==> images/drive_strength.png <==
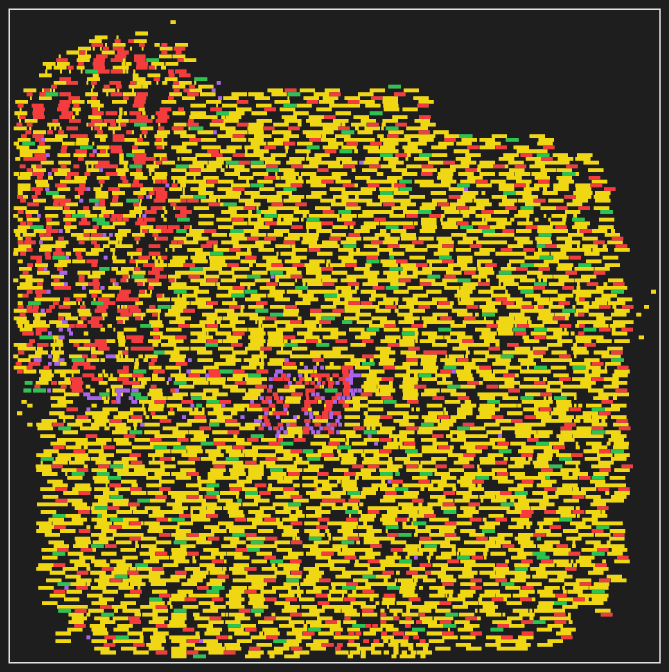
==> images/registers.png <==
Scale bar: 100 um. Other sequential cells in the stronger grey, the rest of the logic in the fainter grey.
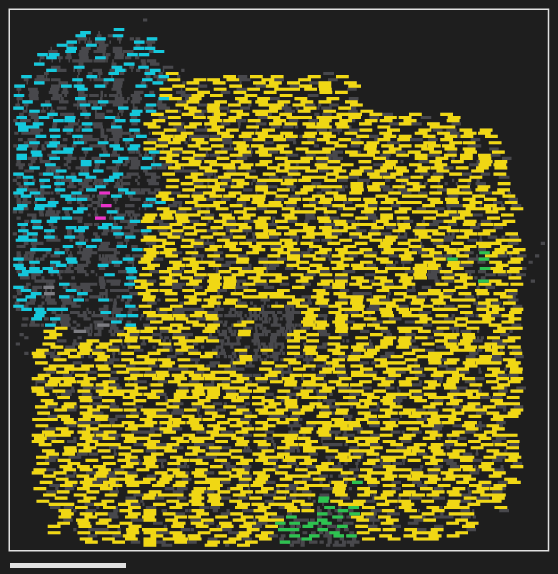
`config.mk`:
```
export PLATFORM = sky130hd
export DESIGN_NAME = dmem_wbuf_responder
export DESIGN_NICKNAME = d
export VERILOG_FILES = /design/src/rtl/riscv_pkg.sv /design/src/rtl/dmem_wbuf.sv /design/src/rtl/dmem_wbuf_responder.sv
export SDC_FILE = /design/constraint.sdc
export NUM_CORES = 2
export LEC_CHECK = 0
export CORE_AREA = 2 2 463 465
export CTS_CLUSTER_DIAMETER = 150
export CTS_CLUSTER_SIZE = 12
export DETAILED_ROUTE_END_ITERATION = 10
export DIE_AREA = 0 0 465 467
export PLACE_DENSITY_LB_ADDON = 0.2
export SYNTH_ARGS = -nofsm -noshare
export SYNTH_HDL_FRONTEND = slang
export SYNTH_HIERARCHICAL = 1
export SYNTH_SLANG_ARGS = --single-unit
export TNS_END_PERCENT = 50
```
`constraint.sdc`:
```
create_clock -name clk -period 10.89 [get_ports clk]
set_input_delay 2.178 -clock clk [delete_from_list [all_inputs] [get_ports clk]]
set_output_delay 2.178 -clock clk [all_outputs]
set_load 0.01 [all_outputs]
```
`src/rtl/riscv_pkg.sv`:
```
// Shared constants and the write-buffer entry type used by the data-memory
// responder and its write buffer.
package riscv_pkg;
  localparam int XLEN            = 32;
  localparam int DEPTH_WORDS_DEF = 64;
  localparam int WBUF_DEPTH_DEF  = 4;
  // Word index field is sized for the largest possible word address so the
  // entry type does not depend on the memory-size parameter.
  localparam int WBUF_IDX_W      = XLEN - 2;

  typedef struct packed {
    logic [WBUF_IDX_W-1:0] index;
    logic [XLEN-1:0]       data;
  } wbuf_entry_t;
endpackage

```
`src/rtl/dmem_wbuf.sv`:
```
// Circular write-buffer FIFO. Besides push/pop it exposes every slot in
// age order (entry 0 = oldest) with a valid bit, so the owner can do
// address matching and pick the youngest hit by scanning upward.
module dmem_wbuf
  import riscv_pkg::*;
#(
  parameter int DEPTH = WBUF_DEPTH_DEF,
  localparam int PW   = $clog2(DEPTH)
) (
  input  logic                    clk,
  input  logic                    reset,
  input  logic                    push,
  input  wbuf_entry_t             push_entry,
  input  logic                    pop,
  output wbuf_entry_t             head_entry,
  output logic                    full,
  output logic                    empty,
  output logic [PW:0]             count,
  output wbuf_entry_t [DEPTH-1:0] entries,
  output logic [DEPTH-1:0]        valid
);
  localparam logic [PW-1:0] PTR_ONE = PW'(1);
  localparam logic [PW:0]   CNT_ONE = (PW+1)'(1);
  localparam logic [PW:0]   CNT_MAX = (PW+1)'(DEPTH);

  wbuf_entry_t [DEPTH-1:0] slot_r;
  logic [PW-1:0]           head_r;
  logic [PW-1:0]           tail_r;
  logic [PW:0]             count_r;
  logic                    full_s;
  logic                    empty_s;
  logic                    push_ok_s;
  logic                    pop_ok_s;

  assign full_s    = (count_r == CNT_MAX);
  assign empty_s   = (count_r == '0);
  assign push_ok_s = push && !full_s;
  assign pop_ok_s  = pop && !empty_s;

  // Pointer, occupancy and slot storage update
  always_ff @(posedge clk or posedge reset) begin
    if (reset) begin
      head_r  <= '0;
      tail_r  <= '0;
      count_r <= '0;
      slot_r  <= '0;
    end else begin
      if (push_ok_s) begin
        slot_r[tail_r] <= push_entry;
        tail_r         <= tail_r + PTR_ONE;
      end
      if (pop_ok_s) begin
        head_r <= head_r + PTR_ONE;
      end
      case ({push_ok_s, pop_ok_s})
        2'b10:   count_r <= count_r + CNT_ONE;
        2'b01:   count_r <= count_r - CNT_ONE;
        default: count_r <= count_r;
      endcase
    end
  end

  // Age-ordered view of the occupied slots for address matching
  always_comb begin
    entries = '0;
    valid   = '0;
    for (int k = 0; k < DEPTH; k++) begin
      entries[k] = slot_r[head_r + PW'(k)];
      valid[k]   = ((PW+1)'(k) < count_r);
    end
  end

  assign head_entry = slot_r[head_r];
  assign full       = full_s;
  assign empty      = empty_s;
  assign count      = count_r;
endmodule

```
`src/rtl/dmem_wbuf_responder.sv`:
```
// Data memory with a write buffer in front of a single-port array.
// Stores are queued and drained one per idle cycle; loads have priority
// over draining. Optional macro DMEM_WBUF_FWD_EN compiles in load
// forwarding from the youngest matching buffered store; without it a load
// that hits a buffered store stalls while the buffer drains.
module dmem_wbuf_responder
  import riscv_pkg::*;
#(
  parameter int DEPTH_WORDS = DEPTH_WORDS_DEF,
  parameter int WBUF_DEPTH  = WBUF_DEPTH_DEF
) (
  input  logic        clk,
  input  logic        reset,
  input  logic        MemWrite,
  input  logic        MemRead,
  input  logic [31:0] DataAdr,
  input  logic [31:0] WriteData,
  output logic [31:0] ReadData,
  output logic        Stall
);
  localparam int AW = $clog2(DEPTH_WORDS);
  localparam int CW = $clog2(WBUF_DEPTH) + 1;

  logic [31:0]                  mem_r [DEPTH_WORDS];
  logic [31:0]                  read_data_r;
  logic [AW-1:0]                idx_s;
  logic [WBUF_IDX_W-1:0]        idx_ext_s;
  wbuf_entry_t                  push_entry_s;
  wbuf_entry_t                  head_entry_s;
  wbuf_entry_t [WBUF_DEPTH-1:0] entries_s;
  logic [WBUF_DEPTH-1:0]        valid_s;
  logic [WBUF_DEPTH-1:0]        match_s;
  logic [CW-1:0]                count_s;
  logic                         full_s;
  logic                         empty_s;
  logic                         match_stall_s;
  logic                         stall_s;
  logic                         push_s;
  logic                         read_go_s;
  logic                         drain_s;
  logic [31:0]                  load_data_s;
  logic                         unused_s;

  assign idx_s        = DataAdr[AW+1:2];
  assign idx_ext_s    = WBUF_IDX_W'(idx_s);
  assign push_entry_s = '{index: idx_ext_s, data: WriteData};

  dmem_wbuf #(.DEPTH(WBUF_DEPTH)) u_wbuf (
    .clk        (clk),
    .reset      (reset),
    .push       (push_s),
    .push_entry (push_entry_s),
    .pop        (drain_s),
    .head_entry (head_entry_s),
    .full       (full_s),
    .empty      (empty_s),
    .count      (count_s),
    .entries    (entries_s),
    .valid      (valid_s)
  );

  // Per-entry address match against the requested word
  always_comb begin
    match_s = '0;
    for (int k = 0; k < WBUF_DEPTH; k++) begin
      match_s[k] = valid_s[k] && (entries_s[k].index == idx_ext_s);
    end
  end

`ifdef DMEM_WBUF_FWD_EN
  logic        fwd_hit_s;
  logic [31:0] fwd_data_s;

  // Youngest matching entry wins: later (younger) hits overwrite earlier ones
  always_comb begin
    fwd_hit_s  = 1'b0;
    fwd_data_s = 32'h0000_0000;
    for (int k = 0; k < WBUF_DEPTH; k++) begin
      fwd_hit_s  = fwd_hit_s | match_s[k];
      fwd_data_s = match_s[k] ? entries_s[k].data : fwd_data_s;
    end
  end

  assign match_stall_s = 1'b0;
  assign load_data_s   = fwd_hit_s ? fwd_data_s : mem_r[idx_s];
  assign unused_s      = ^{DataAdr[31:AW+2], DataAdr[1:0],
                           head_entry_s.index[WBUF_IDX_W-1:AW], count_s};
`else
  // Without forwarding a load must wait until its word has left the buffer
  assign match_stall_s = MemRead && (|match_s);
  assign load_data_s   = mem_r[idx_s];
  assign unused_s      = ^{DataAdr[31:AW+2], DataAdr[1:0],
                           head_entry_s.index[WBUF_IDX_W-1:AW], count_s,
                           entries_s};
`endif

  // A full buffer blocks stores even if a drain frees a slot this same edge
  assign stall_s   = (MemWrite && full_s) || match_stall_s;
  assign push_s    = MemWrite && !stall_s;
  assign read_go_s = MemRead && !stall_s;
  // The array port goes to the load unless the load itself is stalled on a hit
  assign drain_s   = !empty_s && (!MemRead || match_stall_s);

  // Array write port: retire the oldest buffered store; contents survive reset
  always_ff @(posedge clk) begin
    if (drain_s) begin
      mem_r[head_entry_s.index[AW-1:0]] <= head_entry_s.data;
    end
  end

  // Load result register, updated only by an accepted load
  always_ff @(posedge clk or posedge reset) begin
    if (reset) begin
      read_data_r <= 32'h0000_0000;
    end else if (read_go_s) begin
      read_data_r <= load_data_s;
    end
  end

  assign ReadData = read_data_r;
  assign Stall    = stall_s;
endmodule

```
==> out/qor.csv <==
metric;value;unit
status;finished with violations;
violations;antenna violations;
vias;44200;
grt.total_usage;21.5;%
grt_pass1_vias;45600;
fmax;134;MHz
detail-route-antenna-nets;1;
dp_slack;3650;ps
finalWorstSetupSlack;3450;ps
max_slew.worst_pin.slew;1430;ps
antenna_found_initial;52;
cts_num_sinks;2335;
grt-ovfl-total;0;
die_width;465;um
drt_iter0_markers;4462;
cts_tree;built;
numCtsBuffers;212;
nNetsFinal;4513;
netlist_instances;4234;
post-route-period-util;68.3;%
die_area;0.217;mm2
clk_pin_slew;70;ps
viasPerCell;6.01;
synth_area_per_cell;21.9;um2
drt-pass1-iter-count;6;
cts_buffer_depth;3;
htreeDepth;4;
placementRows;169;
warnings;116;
fp_util;43.8;%
crit_required;8710;ps
crit_top_cell;nor4_1;
crit_chain;buf_12 -> mux4_2 -> nor4_1 -> nand4_1 -> nor4_1 -> nor4_1 -> nand2b_1 -> nand2_1 -> clkdlybuf4s50_1;
portBuffers;74;
critPathSlowestCell;dfrtp_4;
postCtsSetupBuffers;0;
io_pins;101;
hold_buffers;0;
drive_gt1_share;30.6;%
finClkSkew;29.5;ps
wl_per_cell;31.7;um
final.setup.tns;0;ps
crit_path_max_fanout;90;
grt_max_degree;167;
min_path_type;register to register;
hold_violations;0;
dp_hpwl;122000;um
finalCriticalPeriod;7440;ps
syn-cell-area;0.0928;mm2
logic_area;0.0231;mm2
totalWireLength;233000;um
dpl-instance-area;0.0973;mm2
ir_drop;0.300;mV
design_area;0.103;mm2
slew_violations;0;
worst_setup_path_end_kind;output pin;
cellPowerDensity;268;mW/mm2
dieHeight;467;um
yosys_warnings;6;
drc;0;
core;0.212;mm2
root_buffer;clkbuf_16;
place.gp.congestion;0.760;
fillers;17000;
clock.latency.late_pin;850;ps
max_cap_violations;0;
grt_pass1_wl;330000;um
syn_to_final_growth;11.2;%
cpPeakStageDelay;960;ps
p_leak;32.7;nW
rsz0062_at_grt;false;
ctsResizeCount;0;
relSlewSlack;4.73;%
setup_viol;0;
critPathArrivalTime;5260;ps
regArea;0.0687;mm2
start_kind;register;
critical_path_class;register to output pin;
Notes on drive_strength.png above:
Key: yellow = drive 1 or less [cells 3132, most used edfxtp_1]; green = drive 6 and up [cells 240, most used clkbuf_16]; purple = drive 3 to 4 [cells 141, most used buf_4]; red = drive 2 [cells 1000, most used mux4_2]

Notes on registers.png above:
Key: green = ReadData [flops 32]; cyan = u_wbuf/slot_r [flops 248]; yellow = mem_r [flops 2048, where all over the die]; magenta = u_wbuf/count [flops 3]
Another 4 sequential cells are not coloured.

-- power by group --
group / switching, W / internal [W]
Combinational: 0.00482 / 0.00221
Sequential: 0.000561 / 0.0133
Clock: 0.00310 / 0.00358
-- final cells by class --
cell class | count | area share (%)
antenna | 19 | 0.0461
inverter | 8 | 0.0364
multi-input combinational | 1669 | 22.4
timing repair buffer | 210 | 1.84
clock inverter | 11 | 0.118
sequential | 2335 | 66.6
clock buffer | 280 | 5.50
tap | 2821 | 3.42
-- metal layers --
layer,up-vias,GRT usage [%],wire length (um)
met5,-,0,269
met4,42,7.61,7640
met3,357,4.66,17100
met2,1512,34.8,114000
met1,24100,28.9,94300
li1,18100,-,-
-- worst paths after layout --
kind / to / from / slack, ps / cells past startpoint
worst max-delay path: Stall / u_wbuf/head_r[0]$_DFFE_PP0P_ / 3450 / 9
worst min-delay path: u_wbuf/slot_r[30]$_DFFE_PP0P_ / u_wbuf/slot_r[30]$_DFFE_PP0P_ / 490 / 1
worst max register to register: u_wbuf/slot_r[2]$_DFFE_PP0P_ / u_wbuf/head_r[0]$_DFFE_PP0P_ / 5160 / 12
worst min register to register: u_wbuf/slot_r[30]$_DFFE_PP0P_ / u_wbuf/slot_r[30]$_DFFE_PP0P_ / 490 / 1
max in group asynchronous: u_wbuf/slot_r[103]$_DFFE_PP0P_ / reset / 7300 / 3
min in group asynchronous: u_wbuf/slot_r[28]$_DFFE_PP0P_ / reset / 2230 / 2
-- state kept, by name, summed over array words and instances (netlist names) --
signal,flops
u_wbuf/count,3
mem_r,2048
u_wbuf/tail_r,2
u_wbuf/slot_r,248
ReadData,32
u_wbuf/head_r,2
-- placed cells by master, fill, tap and decap left out, types with 7 or more instances in the layout --
| master | count |
|---|---|
| ha_1 | 9 |
| buf_4 | 126 |
| dfrtp_1 | 285 |
| conb_1 | 96 |
| nor4_2 | 35 |
| nand3_1 | 7 |
| nand2_1 | 11 |
| diode_2 | 19 |
| buf_12 | 10 |
| nor4_1 | 21 |
| mux2_1 | 20 |
| mux2_2 | 258 |
| or2_2 | 8 |
| clkbuf_1 | 63 |
| clkdlybuf4s50_1 | 72 |
| inv_6 | 7 |
| mux4_2 | 664 |
| a21oi_1 | 128 |
| nand4_1 | 8 |
| a22oi_1 | 256 |
| or4_1 | 32 |
| nor3b_2 | 7 |
| edfxtp_1 | 2048 |
| xnor2_1 | 28 |
| nor2_1 | 11 |
| clkbuf_16 | 217 |
| nor3_2 | 19 |
-- metrics by stage --
step	utilization [%]	hold slack, ps	cells	total power (W)
after global placement	46.0	469	7043	0.0209
final	48.7	488	7353	0.0276
after global routing	48.7	509	7339	0.0287
after floorplan	-	459	4329	0.0182
after CTS	48.7	494	7334	0.0279
after detailed placement	46.0	480	7043	0.0212
-- worst max-delay path, delay by kind of cell, from the launching register on --
kind                   cells  cell delay [ps]
buffers and inverters      2             1090
multiplexers               1              590
flip-flops                 1              960
AND/OR/NAND/NOR            6             1610
Power and IR drop assume default switching activity.
